### Cell area per tile, run 1

9 x 9 tiles, from white (low) to dark blue (high), 0 to 100% covered.
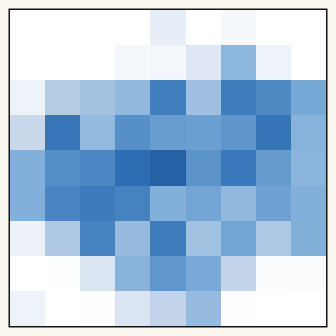
### Cell placement, run 1

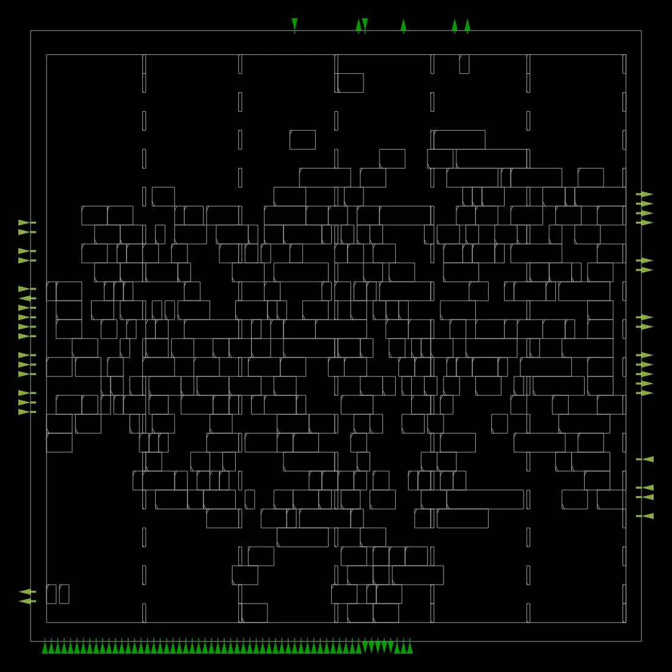
### Placed cells, one color a class, run 1

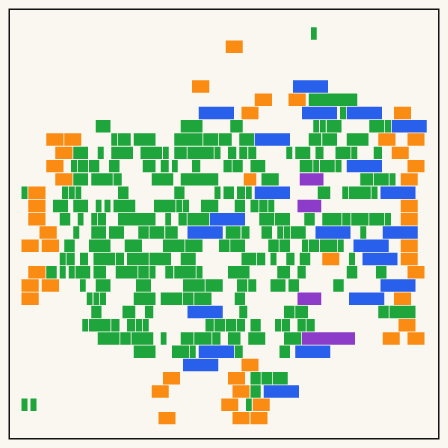
--- src/rtl/day_clock_pkg.sv ---
// Shared constants and types for the minute-of-day timekeeper.
package day_clock_pkg;

  localparam int DEF_TIME_W   = 11;
  localparam int DEF_DAY_LEN  = 1440;
  localparam int DEF_HOLD_MIN = 360;

  typedef logic [DEF_TIME_W-1:0] minute_t;

endpackage

--- src/rtl/tick_prescaler.sv ---
// Divides clk into one-cycle minute ticks; the counter only advances while enabled
// and clears on clr so a freshly loaded minute starts from a full count.
module tick_prescaler #(
  parameter int TICKS_PER_MIN = 1
) (
  input  logic clk,
  input  logic rst,
  input  logic en,
  input  logic clr,
  output logic tick
);

  localparam int CNT_W = (TICKS_PER_MIN > 1) ? $clog2(TICKS_PER_MIN) : 1;
  localparam logic [CNT_W-1:0] LAST = CNT_W'(TICKS_PER_MIN - 1);

  logic [CNT_W-1:0] cnt;

  assign tick = en && (cnt == LAST);

  // NOTE: sequential state uses non-blocking (<=) so every register samples pre-edge values.
  always_ff @(posedge clk) begin
    if (rst || clr) begin
      cnt <= '0;
    end else if (tick) begin
      cnt <= '0;
    end else if (en) begin
      cnt <= cnt + 1'b1;
    end
  end

endmodule

--- src/rtl/day_clock.sv ---
// Minute-of-day counter with day-end pulse, held day_reset level, day count and
// optional per-channel alarms (compare logic present only with DAY_CLOCK_ALARM_EN).
module day_clock
  import day_clock_pkg::*;
#(
  parameter int TIME_W        = DEF_TIME_W,
  parameter int DAY_W         = 8,
  parameter int TICKS_PER_MIN = 1,
  parameter int HOLD_MIN      = DEF_HOLD_MIN,
  parameter int NUM_ALARMS    = 4
) (
  input  logic                         clk,
  input  logic                         rst,
  input  logic                         en,
  input  logic [TIME_W-1:0]            day_len,
  input  logic                         set_valid,
  input  logic [TIME_W-1:0]            set_time,
  input  logic [NUM_ALARMS*TIME_W-1:0] alarm_time,
  input  logic [NUM_ALARMS-1:0]        alarm_en,
  output logic [TIME_W-1:0]            time_out,
  output logic                         day_end,
  output logic                         day_reset,
  output logic [DAY_W-1:0]             day_count,
  output logic [NUM_ALARMS-1:0]        alarm_hit
);

  localparam logic [TIME_W-1:0] MIN_LEN = TIME_W'(2);
  // A hold minute beyond the counter range can never be reached, so day_reset then stays high.
  localparam bit                HOLD_REACHABLE = (HOLD_MIN < (1 << TIME_W));
  localparam logic [TIME_W-1:0] HOLD_T = TIME_W'(HOLD_MIN);

  logic              tick;
  logic              advance;
  logic              wrap;
  logic [TIME_W-1:0] eff_len;
  logic [TIME_W-1:0] last_min;
  logic [TIME_W-1:0] next_time;

  tick_prescaler #(
    .TICKS_PER_MIN(TICKS_PER_MIN)
  ) u_prescaler (
    .clk (clk),
    .rst (rst),
    .en  (en),
    .clr (set_valid),
    .tick(tick)
  );

  assign eff_len   = (day_len < MIN_LEN) ? MIN_LEN : day_len;
  assign last_min  = eff_len - 1'b1;
  assign wrap      = (time_out >= last_min);
  assign next_time = wrap ? '0 : time_out + 1'b1;
  assign advance   = tick && !set_valid;

  always_ff @(posedge clk) begin
    if (rst) begin
      time_out  <= '0;
      day_end   <= 1'b0;
      day_reset <= 1'b0;
      day_count <= '0;
    end else begin
      day_end <= 1'b0;
      if (set_valid) begin
        time_out <= (set_time >= eff_len) ? '0 : set_time;
      end else if (advance) begin
        time_out <= next_time;
        if (wrap) begin
          day_end   <= 1'b1;
          day_reset <= 1'b1;
          day_count <= day_count + 1'b1;
        end else if (HOLD_REACHABLE && (next_time == HOLD_T)) begin
          day_reset <= 1'b0;
        end
      end
    end
  end

`ifdef DAY_CLOCK_ALARM_EN
  logic [NUM_ALARMS-1:0] hit_next;

  for (genvar i = 0; i < NUM_ALARMS; i++) begin : g_alarm
    assign hit_next[i] = alarm_en[i] && (next_time == alarm_time[i*TIME_W +: TIME_W]);
  end

  always_ff @(posedge clk) begin
    if (rst) begin
      alarm_hit <= '0;
    end else begin
      alarm_hit <= advance ? hit_next : '0;
    end
  end
`else
  logic unused_alarm;

  assign unused_alarm = ^{alarm_time, alarm_en};
  assign alarm_hit    = '0;
`endif

endmodule
--- config.mk ---
export PLATFORM = sky130hd
export DESIGN_NAME = day_clock
export DESIGN_NICKNAME = d
export VERILOG_FILES = /design/src/rtl/day_clock_pkg.sv /design/src/rtl/tick_prescaler.sv /design/src/rtl/day_clock.sv
export SDC_FILE = /design/constraint.sdc
export NUM_CORES = 1
export LEC_CHECK = 0
export CAP_MARGIN = 5
export CORE_MARGIN = 2
export CORE_UTILIZATION = 30
export CTS_CLUSTER_SIZE = 16
export DETAILED_ROUTE_END_ITERATION = 8
export GPL_ROUTABILITY_DRIVEN = 0
export PLACE_DENSITY = 0.68
export REMOVE_ABC_BUFFERS = 1
export SLEW_MARGIN = 25
export SYNTH_ARGS = -nofsm -noshare
export SYNTH_HDL_FRONTEND = slang
export SYNTH_HIERARCHICAL = 1
export SYNTH_SLANG_ARGS = --single-unit
--- constraint.sdc ---
create_clock -name clk -period 5.8 [get_ports clk]
set_clock_uncertainty 0.1 [all_clocks]
set_input_delay 1.16 -clock clk [delete_from_list [all_inputs] [get_ports clk]]
set_output_delay 1.16 -clock clk [all_outputs]
set_load 0.005 [all_outputs]
==> impl_metrics.tcl, run 1 <==
# metrics dict for downstream scripts
set metrics [dict create \
    comb_share 0.572 \
    post-dp-hpwl_um 4470 \
    top_usage_layer "met2" \
    clock_path_buffers 2 \
    r2r_setup_slack_ns 3.30 \
    critical_path_depth 17 \
    max-slew-margin-rel 0.412 \
    yosys_register_bits 22 \
    use_met3 0.0123 \
    vdd_drop_max_v 0.0000683 \
    hold_path_depth 2 \
    hold_violations 0 \
    reg2reg_from "u_prescaler/cnt" \
    wirelength_um 5410 \
    seq_power_uw 170 \
    cpPeakStageDelay_ns 0.49 \
    antenna_found_initial 0 \
    grt_start_max_net_pins 22 \
    period_used_share 0.872 \
    most_common_cell "ha_1" \
    layout.nets 397 \
    clock_buffers 3 \
    cts_tree "yes" \
    startpoint "day_len[5]" \
    clock_sinks 22 \
    avgRoutedWirePerCell_um 13.8 \
    via_per_inst 5.16 \
    worst-path-buf-inv 2 \
    wl_met2_um 2520 \
    status "finished clean" \
    top_regs "time_out (11), day_count (8)" \
    nonClkBufAreaFrac 0.173 \
]
-- 'Cell area per tile' (at the start) --
nearly empty tiles: 22%
emptiest ninth of the die: upper left
tiles over 75% full: 2.5%

-- 'Cell placement' (at the start) --
final non-filler cell total: 393
Rows: 30
seq_cells: 22

-- 'Placed cells, one color a class' (at the start) --
legend:
  purple:
    class: clock drivers and dummy loads
    cells: 4
    share_of_their_area: 2.8%
  orange:
    class: other buffers and delay cells
    cells: 47
    share_of_their_area: 18%
  blue:
    class: flops
    cells: 22
    share_of_their_area: 17%
  green:
    class: all other logic
    cells: 224
    share_of_their_area: 62%
flop share of the area: 0.163
final core area utilization: 0.397
core area: 6790 um2
post-route cell area: 2700 um2

[run 1: cell usage in the layout (no fill, tap or decap), types with 3 or more instances in the layout]
| cell type | instances |
|---|---|
| nor2b_1 | 5 |
| nand2b_1 | 8 |
| a21oi_1 | 9 |
| conb_1 | 4 |
| clkdlybuf4s50_1 | 46 |
| nand4_1 | 5 |
| o22ai_1 | 3 |
| nand2_1 | 16 |
| a221o_1 | 7 |
| clkbuf_8 | 3 |
| a211oi_1 | 6 |
| nor3_1 | 3 |
| or3_1 | 7 |
| a21boi_0 | 3 |
| and3_1 | 3 |
| o21ai_0 | 3 |
| ha_1 | 25 |
| xnor2_1 | 18 |
| nor2_1 | 24 |
| dfxtp_1 | 22 |
| inv_1 | 15 |
| nand3_1 | 18 |
==> inputs of run 2 (changes only) <==
CTS_CLUSTER_SIZE = not set   (was 16)
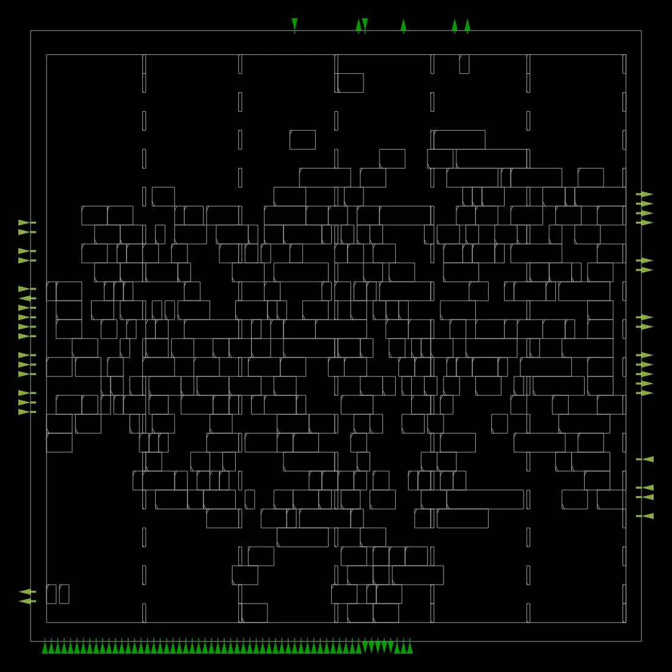
*Cell placement, run 2*
# Taps: 96
Filler cells: 706

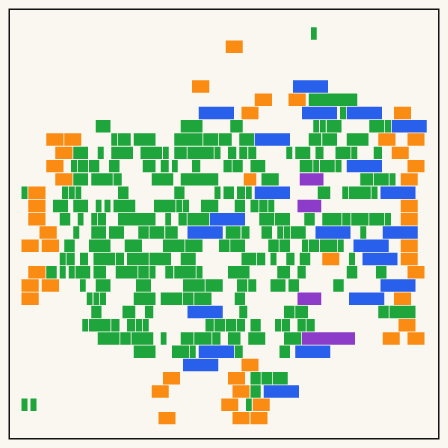
*Placed cells, one color a class, run 2*
legend:
  purple:
    class: clock drivers and dummy loads
    cells: 4
    share_of_their_area: 2.8%
  orange:
    class: other buffers and delay cells
    cells: 47
    share_of_their_area: 18%
  green:
    class: all other logic
    cells: 224
    share_of_their_area: 62%
  blue:
    class: flops
    cells: 22
    share_of_their_area: 17%

==> run 2 against run 1 <==
Die size did not move. Core utilization did not move. Critical path depth did not move. Combinational power barely moved. Largest cell class unchanged. Global-route usage did not move. Worst hold slack did not move. Register-to-register slack barely moved. Worst setup slack did not move. Largest power group unchanged. Total power did not move. Maximum frequency did not move. Via count did not move. Sequential cell count did not move.
==> impl_metrics.tcl, run 2 <==
# metrics dict for downstream scripts
set metrics [dict create \
    via_per_inst 5.16 \
    avgRoutedWirePerCell_um 13.8 \
    h-tree-depth 1 \
    layout_top_cell "clkdlybuf4s50_1" \
    post-dp-hpwl_um 4470 \
    vdd_drop_max_v 0.0000683 \
    top_regs "time_out (11), day_count (8)" \
    fp-row-count 30 \
    grt_start_max_net_pins 22 \
    status "finished clean" \
    holdWs_ns 0.388 \
    wirelength_um 5410 \
    finalSetupViolCount 0 \
    max-slew-margin-rel 0.412 \
    period_used_share 0.872 \
    hold_path_depth 2 \
    layout.nets 397 \
    antenna_found_initial 0 \
    p_total_uw 436 \
    path_clk_slew_ns 0.08 \
    startpoint "day_len[5]" \
    cpMaxStageDelayCell "clkdlybuf4s50_1" \
    most_common_cell "ha_1" \
    clock_path_buffers 2 \
    ys_types 57 \
    clock_sinks 22 \
    cts_tree "yes" \
    core_area_um2 6790 \
    synthTopLogicFamily "simple AND/OR/NAND/NOR gates" \
    yosys_register_bits 22 \
    final-instance-count-excl-fill 393 \
    reg2reg_from "u_prescaler/cnt" \
    r2r_setup_slack_ns 3.30 \
    cpPeakStageDelay_ns 0.49 \
    critical_path_depth 17 \
    final_area_um2 2700 \
    lay_top_cells "46 x clkdlybuf4s50_1, 25 x ha_1, 24 x nor2_1, 22 x dfxtp_1" \
    edf_count 0 \
    hp-class "reg -> reg" \
    worst-path-buf-inv 2 \
    simple_gate_share 0.297 \
    postLayoutCoreUtil 0.397 \
]
## run 2: cell counts after synthesis
Identical to the previous run, type by type.
## run 2: power by group
group / switching [uW] / leakage, uW / internal, uW
sequential: 13.5 / 0.000179 / 157
clock: 54.2 / 0.0000357 / 92.3
combinational: 59.4 / 0.000776 / 59.5
total: 127 / 0.000991 / 309
## run 2: layout make-up
type	count	area, um2
Fill cell	706	4100
Timing Repair Buffer	47	468
Tap cell	96	120
Sequential cell	22	440
Clock buffer	3	41.3
Inverter	15	56.3
Clock inverter	1	30.0
Multi-Input combinational cell	209	1540
## run 2: metal layers
layer,share of wire,wire (um),GRT usage,up-vias
met4,0.0085,46,0.0308,0
met5,0,0,0,-
met2,0.47,2520,0.253,65
met1,0.48,2570,0.196,945
li1,-,-,-,1013
met3,0.050,272,0.0123,5
Power figures rest on the tool's default switching activity, not on a simulated workload.
